Design sprite_motion_ctrl_flat, sky130hd; sources not shown.
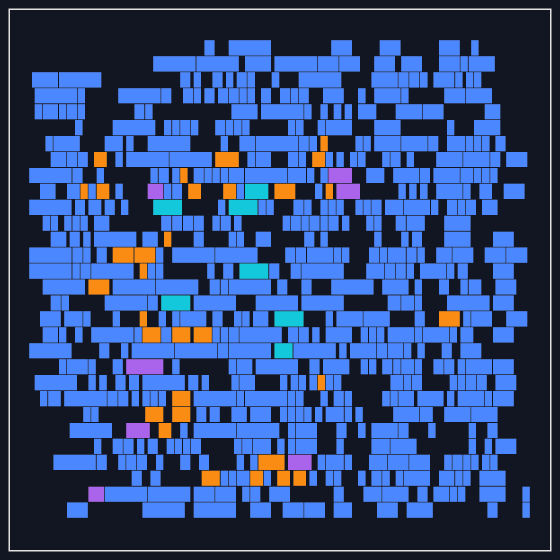
**Above:** run 1 (cells by drive strength).
Key: purple = x3 and x4 [cells 7, share 1.2%]; orange = x2 [cells 31, share 5.2%]; blue = x1 and smaller [cells 546, share 92%]; cyan = x6 and larger [cells 7, share 1.2%]
post-synthesis to final-layout area growth: 15.9%
final worst-path setup slack: 1.34 ns
Signal buffers: 45
final design area excluding fillers: 4480 sq um

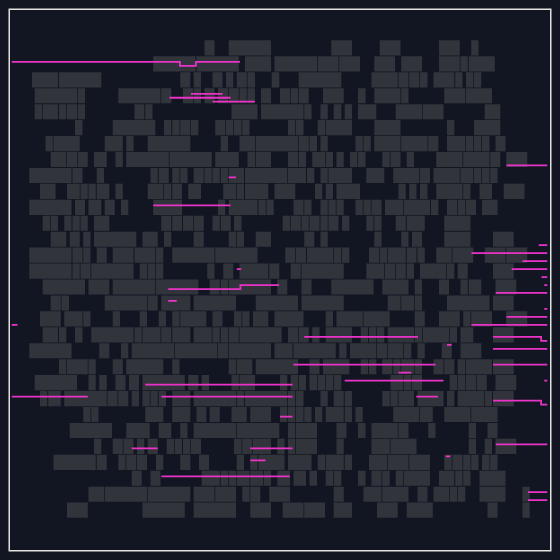
**Above:** run 1 (metal 3).
Cells faint in the background.
The longest straight run is 28.5 microns. The layer holds 4.1% of the routed length. The layer carries 370 microns of wire.
via count of the routed design: 3606
final routed wirelength across all metal layers: 9130 microns
global-route track usage on met3: 3.28%

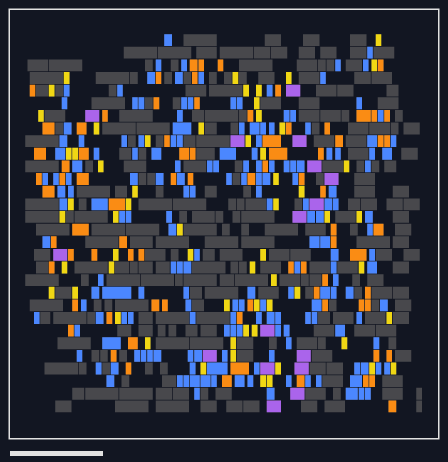
**Above:** run 1 (logic cells by family).
Bar = 20 microns.
Key: orange = nor cells [cells 80, most used nor2_1]; yellow = inv cells [cells 60, most used inv_1, where widely spread]; blue = nand cells [cells 180, most used nand2_1, where widely spread]; purple = xor and xnor cells [cells 16, most used xor2_1]
multi-input logic portion of the cell area: 55.5%
Top cell excl fill/tap: nand2_1
final non-filler cell total: 687

==> impl_metrics.yaml, run 1 <==
# synthesis and place-and-route metrics
status:
  status: "finished, final reports clean"
flow_run:
  max_cap_viol_count: 0
  tool_warnings: 30
logic_synthesis:
  count_of_synthesis_stage_warnings_from_yosys: 0
  sequential_share_of_the_synthesized_area_pct: 28.5
  yosys_cells: 549
  numSynthFlops: 55
  netlist_area_sq_um: 3860
  enable_flop_cells: 0
  synth.distinct_cells: 38
  postSynth.topFlopCell: "dfxtp_1"
  yosys-stat-area_sq_um: 3860
  syn_inst: 549
  async_flop_share_pct: 0
floorplanning:
  boundaryPins: 47
  die_height_microns: 92.2
  die_area_sq_um: 8490
  rows: 30
  die.size.x_microns: 92.2
global_routing:
  grt_pass1_wl_microns: 15900
  globalRoute.busiestLayer: "met2"
  grtUsageTotal_pct: 22.5
  number_of_antenna_violations_at_the_first_check_in_global_routing: 0
  grt_start_max_net_pins: 29
  overflow: 0
  first_global_vias: 3444
setup_path:
  ff2ff_path_depth: 12
  critPathBufInv: 0
  critical_path.endpoint_type: "flop"
  cp-start-kind: "flop"
  timing.critical_path.arrival_ns: 2.43
  path_max_fanout: 5
  rrSetupSlack_ns: 1.34
  worst_path_max_delay_cell: "dfxtp_1"
  critical-path-top-delay-family: "simple AND/OR/NAND/NOR gates"
  critPathMaxStageDelay_ns: 0.44
  worst-endpoint-required_ns: 3.77
cts:
  clock_buffer_depth: 2
  cts_resized: 0
  cts_buffers: 5
  tritoncts: "built"
  cts_post_setup_buffers_inserted: 0
  clk_root_buffer_cell: "clkbuf_8"
  clock_tree.htree_level_count: 2
  worstSkewPairLatency_ns: 0.31
  clk_pin_slew_worst_paths_ns: 0.11
  ctsHoldBuffers: 0
final_timing:
  maximum_clock_skew_at_final_layout_ns: 0.0152
  hold_viol: 0
  highest_achievable_clock_rate_mhz: 456
  period_needed_ns: 2.19
  unrepaired_setup_endpoints_after_global_routing: "no"
  slew_violations: 0
  worst-slew-pin-transition_ns: 0.759
  post-route-period-util_pct: 62.2
  timing.final.setup_violations: 0
drt:
  drt_drc_violations_left: 0
  avgViaCountPerCell: 5.25
  dr.pass1.iters: 5
  dr.first_iter.drc_count: 195
  detail_route.wl_per_cell_microns: 13.3
  detail-route-antenna-nets: 0
placement:
  routability_congestion_estimate_from_global_placement: 0.866
  detail_placement_hpwl_microns: 7390
  placement.io_buffers: 44
  placedInstanceArea_sq_um: 4380
cells_and_area:
  drive_above_1_share_pct: 7.61
  antenna_cells: 0
  design.final.nets: 659
power:
  pwr_density_cell_nw_per_um2: 245
  leakagePower_uw: 0.00191
  irDropWorstVdd_mv: 0.221
worst_hold_path:
  timing.hold.worst_path_depth: 2
  hold_path_class: "flop to flop"
## run 1: kinds of logic after synthesis
logic type | Yosys count | synth area share, %
compound gates | 98 | 14.4
xor+xnor | 16 | 3.63
fa+ha+maj | 46 | 14.9
buf+inv | 72 | 7.20
flops | 55 | 28.5
other cells | 1 | 0.0972
simple gates | 261 | 31.2
## run 1: per-layer routing
| layer | wire length, microns | share of wire, % | vias to the layer above |
|---|---|---|---|
| met5 | 0 | 0 | - |
| met4 | 80 | 0.88 | 0 |
| met3 | 370 | 4.1 | 9 |
| met2 | 4100 | 45 | 61 |
| met1 | 4570 | 50 | 1618 |
| li1 | - | - | 1918 |
## run 1: synthesized netlist by cell type, types with 7 or more instances
cell,number,share of area (%)
nand2_1,124,12
dfxtp_1,55,29
nor2_1,55,5.3
inv_1,49,4.8
a21oi_1,48,6.2
ha_1,46,15
nand3_1,33,4.3
o21ai_0,21,2.7
xor2_1,16,3.6
nand4_1,11,1.8
o211ai_1,10,1.9
clkbuf_1,8,0.78
inv_2,8,0.78
nor3_1,8,1.0
o21ai_2,7,1.6
## run 1: report_power, final
part	switching, uW	internal [uW]
clock network	220	148
registers	0.0198	620
logic	58.9	48.9
## run 1: worst reg2reg max path, stage by stage, from the launching register on
cell and delay, ns:
dfxtp_1 0.44, nand2_1 0.15, nor2_4 0.17, nand2_1 0.09, o21ai_0 0.20, xor2_1 0.19, ha_1 0.28, a21o_1 0.19
nand4_1 0.09, nand2_1 0.06, nor2_1 0.10, nand3_1 0.09, nor3_2 0.10
## run 1: cell type report
type / count / area, sq um / area share [%]
timing repair buffer: 45 / 448 / 10.0
tap: 96 / 120 / 2.68
clock buffer: 5 / 68.8 / 1.54
multi-input combinational: 423 / 2480 / 55.5
clock inverter: 3 / 27.5 / 0.615
inverter: 60 / 225 / 5.03
sequential: 55 / 1100 / 24.6
## run 1: through the flow
step | total power [uW] | setup slack [ns] | std cells | util, % | hold WS (ns)
floorplan | 690 | 1.16 | 538 | - | 0.412
global placement | 739 | 1.41 | 679 | 62.7 | 0.430
detailed placement | 742 | 1.37 | 679 | 62.7 | 0.431
CTS | 1110 | 1.34 | 687 | 64.1 | 0.447
global route | 1150 | 1.06 | 687 | 64.1 | 0.472
finish | 1100 | 1.34 | 687 | 64.1 | 0.445
**Run 1: clock wires, drivers and flops**

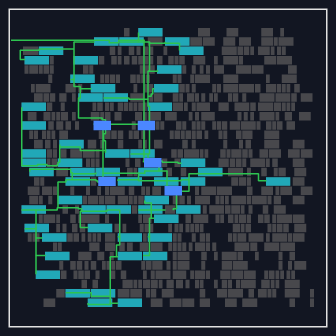

==> run 2: changes to the inputs <==
- ABC_CLOCK_PERIOD_IN_PS: 3530 -> 2140
- clock period: 3.53 -> 2.14 ns (I/O delays scaled with it)
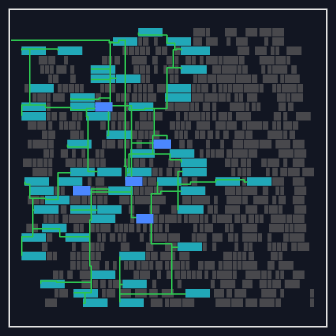
**Above:** run 2 (clock wires, drivers and flops).
Key: cyan = flip-flops [count 55]; blue = clock-net drivers [count 5]; green = clock wires [length 643 microns]
There are 6 routed clock nets.
maximum clock skew at final layout: 0.00624 ns
clock latency on the worst-skew pair: 0.31 ns

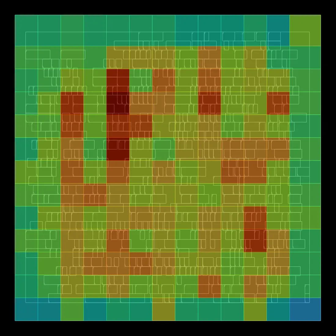
**Above:** run 2 (routing congestion map).
global routing's busiest layer: met2
global-route track usage on met3: 3.36%
global-route usage over all layers: 22.1%
met2 Usage GRT: 35.3%
final core utilization: 65.8%

==> run 2 against run 1 <==
Compared with the run above: synthesized cell count unchanged; cell count up 1.7%; first-iteration DRC count up 11%; sequential power up 65%; worst hold slack better by 0.017 ns; sequential share of layout area down 0.38 points; count of clock-buffer cells in the layout unchanged; critical path type unchanged; critical endpoint unchanged; largest cell class unchanged.
==> impl_metrics.yaml, run 2 <==
# synthesis and place-and-route metrics
final_timing:
  timing.final.setup_violations: 0
  slew_violations: 0
  hold_viol: 0
  period_needed_ns: 2.01
  relSlewSlack_pct: 51.2
  highest_achievable_clock_rate_mhz: 497
  worst-slew-pin-transition_ns: 0.732
  post-route-period-util_pct: 94.0
status:
  status: "finished, final reports clean"
global_routing:
  grt_pass1_wl_microns: 15600
  number_of_antenna_violations_at_the_first_check_in_global_routing: 0
  grt_start_max_net_pins: 28
  first_global_vias: 3407
  overflow: 0
cells_and_area:
  layout.cells.most_common_list: "nand2_1, nor2_1, inv_1"
  fill_cell_total_of_the_finished_layout: 616
  final_cell_count_no_fill: 699
  antenna_cells: 0
  design.final.nets: 671
  areaGrowthSynthToFinish_pct: 19.0
  drive_above_1_share_pct: 11.8
  final_common_cell: "nand2_1"
cts:
  clk_root_buffer_cell: "clkbuf_8"
  numClockSinks: 55
  cts_buffers: 5
  clock_buffer_depth: 2
  ctsHoldBuffers: 0
  clk_pin_slew_worst_paths_ns: 0.10
  tritoncts: "built"
  clock_tree.htree_level_count: 2
setup_path:
  ff2ff_path_depth: 12
  worst-endpoint-required_ns: 2.38
  cp-start-kind: "flop"
  timing.critical_path.arrival_ns: 2.25
  critical_path_class: "flop to flop"
  path_max_fanout: 5
  critical_path.endpoint_type: "flop"
  rrSetupSlack_ns: 0.13
drt:
  dr.first_iter.drc_count: 216
  highest_layer: "met4"
  drt-total-wl_microns: 9220
  wirelength_met1_microns: 4580
  dr.pass1.iters: 4
  detail-route-antenna-nets: 0
  met3_length_microns: 409
  num_vias: 3678
  avgViaCountPerCell: 5.26
  drt_drc_violations_left: 0
  detail_route.wl_per_cell_microns: 13.2
  route.met2.wl_microns: 4130
logic_synthesis:
  top_area_share_pct: 28.5
  postSynth.topFlopCell: "dfxtp_1"
  sequential_share_of_the_synthesized_area_pct: 28.5
  synth.distinct_cells: 38
  post_synth.cell_area_avg_sq_um: 7.03
  numSynthFlops: 55
  largest_area_contributor_in_the_netlist: "dfxtp_1"
  yosys_cells: 549
  synth.cells.most_frequent: "nand2_1, dfxtp_1, nor2_1, inv_1, a21oi_1"
  syn_inst: 549
  count_of_synthesis_stage_warnings_from_yosys: 0
  netlist_area_sq_um: 3860
  yosys-top-cells-area: "dfxtp_1, ha_1, nand2_1, a21oi_1, nor2_1"
  yosys-stat-area_sq_um: 3860
  synthMostInstantiatedCell: "nand2_1"
  async_flop_share_pct: 0
  enable_flop_cells: 0
flow_run:
  max_cap_viol_count: 0
  tool_warnings: 30
placement:
  routability_congestion_estimate_from_global_placement: 0.886
  dp_cells: 691
  detail_placement_hpwl_microns: 7320
  placement.io_buffers: 44
worst_hold_path:
  timing.hold.worst_path_depth: 2
  hold_path_class: "flop to flop"
floorplanning:
  die_area_sq_um: 8490
  die.size.x_microns: 92.2
  boundaryPins: 47
  core-area_sq_um: 6980
  die_height_microns: 92.2
  rows: 30
  initCoreUtil_pct: 55.3
power:
  pwr_density_cell_nw_per_um2: 391
  leakagePower_uw: 0.00197
  irDropWorstVdd_mv: 0.600
run 2: cell counts after synthesis:
Identical to the previous run, type by type.
run 2: worst max-delay path, cell delays in order, from the launching register on:
cell	delay, ns
dfxtp_4	0.38
ha_2	0.19
inv_1	0.06
nor2_2	0.11
nand2_1	0.12
a21oi_2	0.17
xor2_1	0.17
ha_1	0.28
nand4_1	0.11
nor2_1	0.05
nor2_1	0.09
nand3_1	0.09
nor3_2	0.11
run 2: layer usage:
layer,vias up,global-route usage (%)
met3,9,3.36
met4,0,4.70
met5,-,0
met1,1661,31.6
met2,65,35.3
li1,1943,-
run 2: area by class of cell:
class                      instances  area [sq um]  share of cell area [%]
inverter                          60           229                    4.99
timing repair buffer              57           538                    11.7
tap                               96           120                    2.62
sequential                        55          1110                    24.2
clock buffer                       5          68.8                    1.50
clock inverter                     3          22.5                   0.490
multi-input combinational        423          2500                    54.5
run 2: cells by family (layout without fill, tap and decap cells):
| group | count (synthesis) | in the layout | synth area share (%) |
|---|---|---|---|
| simple gates | 261 | 261 | 31.2 |
| buf+inv | 72 | 125 | 7.20 |
| compound gates | 98 | 98 | 14.4 |
| flops | 55 | 55 | 28.5 |
| fa+ha+maj | 46 | 46 | 14.9 |
| other cells | 1 | 2 | 0.0972 |
| xor+xnor | 16 | 16 | 3.63 |
run 2: power breakdown:
part           switching (uW)  internal [uW]
combinational            98.1           80.4
sequential             0.0318           1020
clock                     358            238
run 2: timing repair:
action,in CTS,in global routing
setup buffers,0,0
resized,0,17
setup endpoints to repair,0,1
run 2: stage by stage:
stage          setup WS, ns  TNS, ns  total power, uW  hold WS (ns)  instance area [sq um]
2_1_floorplan        -0.228   -0.228             1140         0.298                   3810
3_3_place_gp          0.165        0             1220         0.424                   4470
3_5_place_dp         0.0417        0             1220         0.447                   4470
4_1_cts              0.0119        0             1820         0.462                   4560
5_1_grt             -0.0265  -0.0265             1880         0.480                   4590
6_report              0.129        0             1800         0.462                   4590
No activity file was given, so power comes from the tool's default toggle rates.
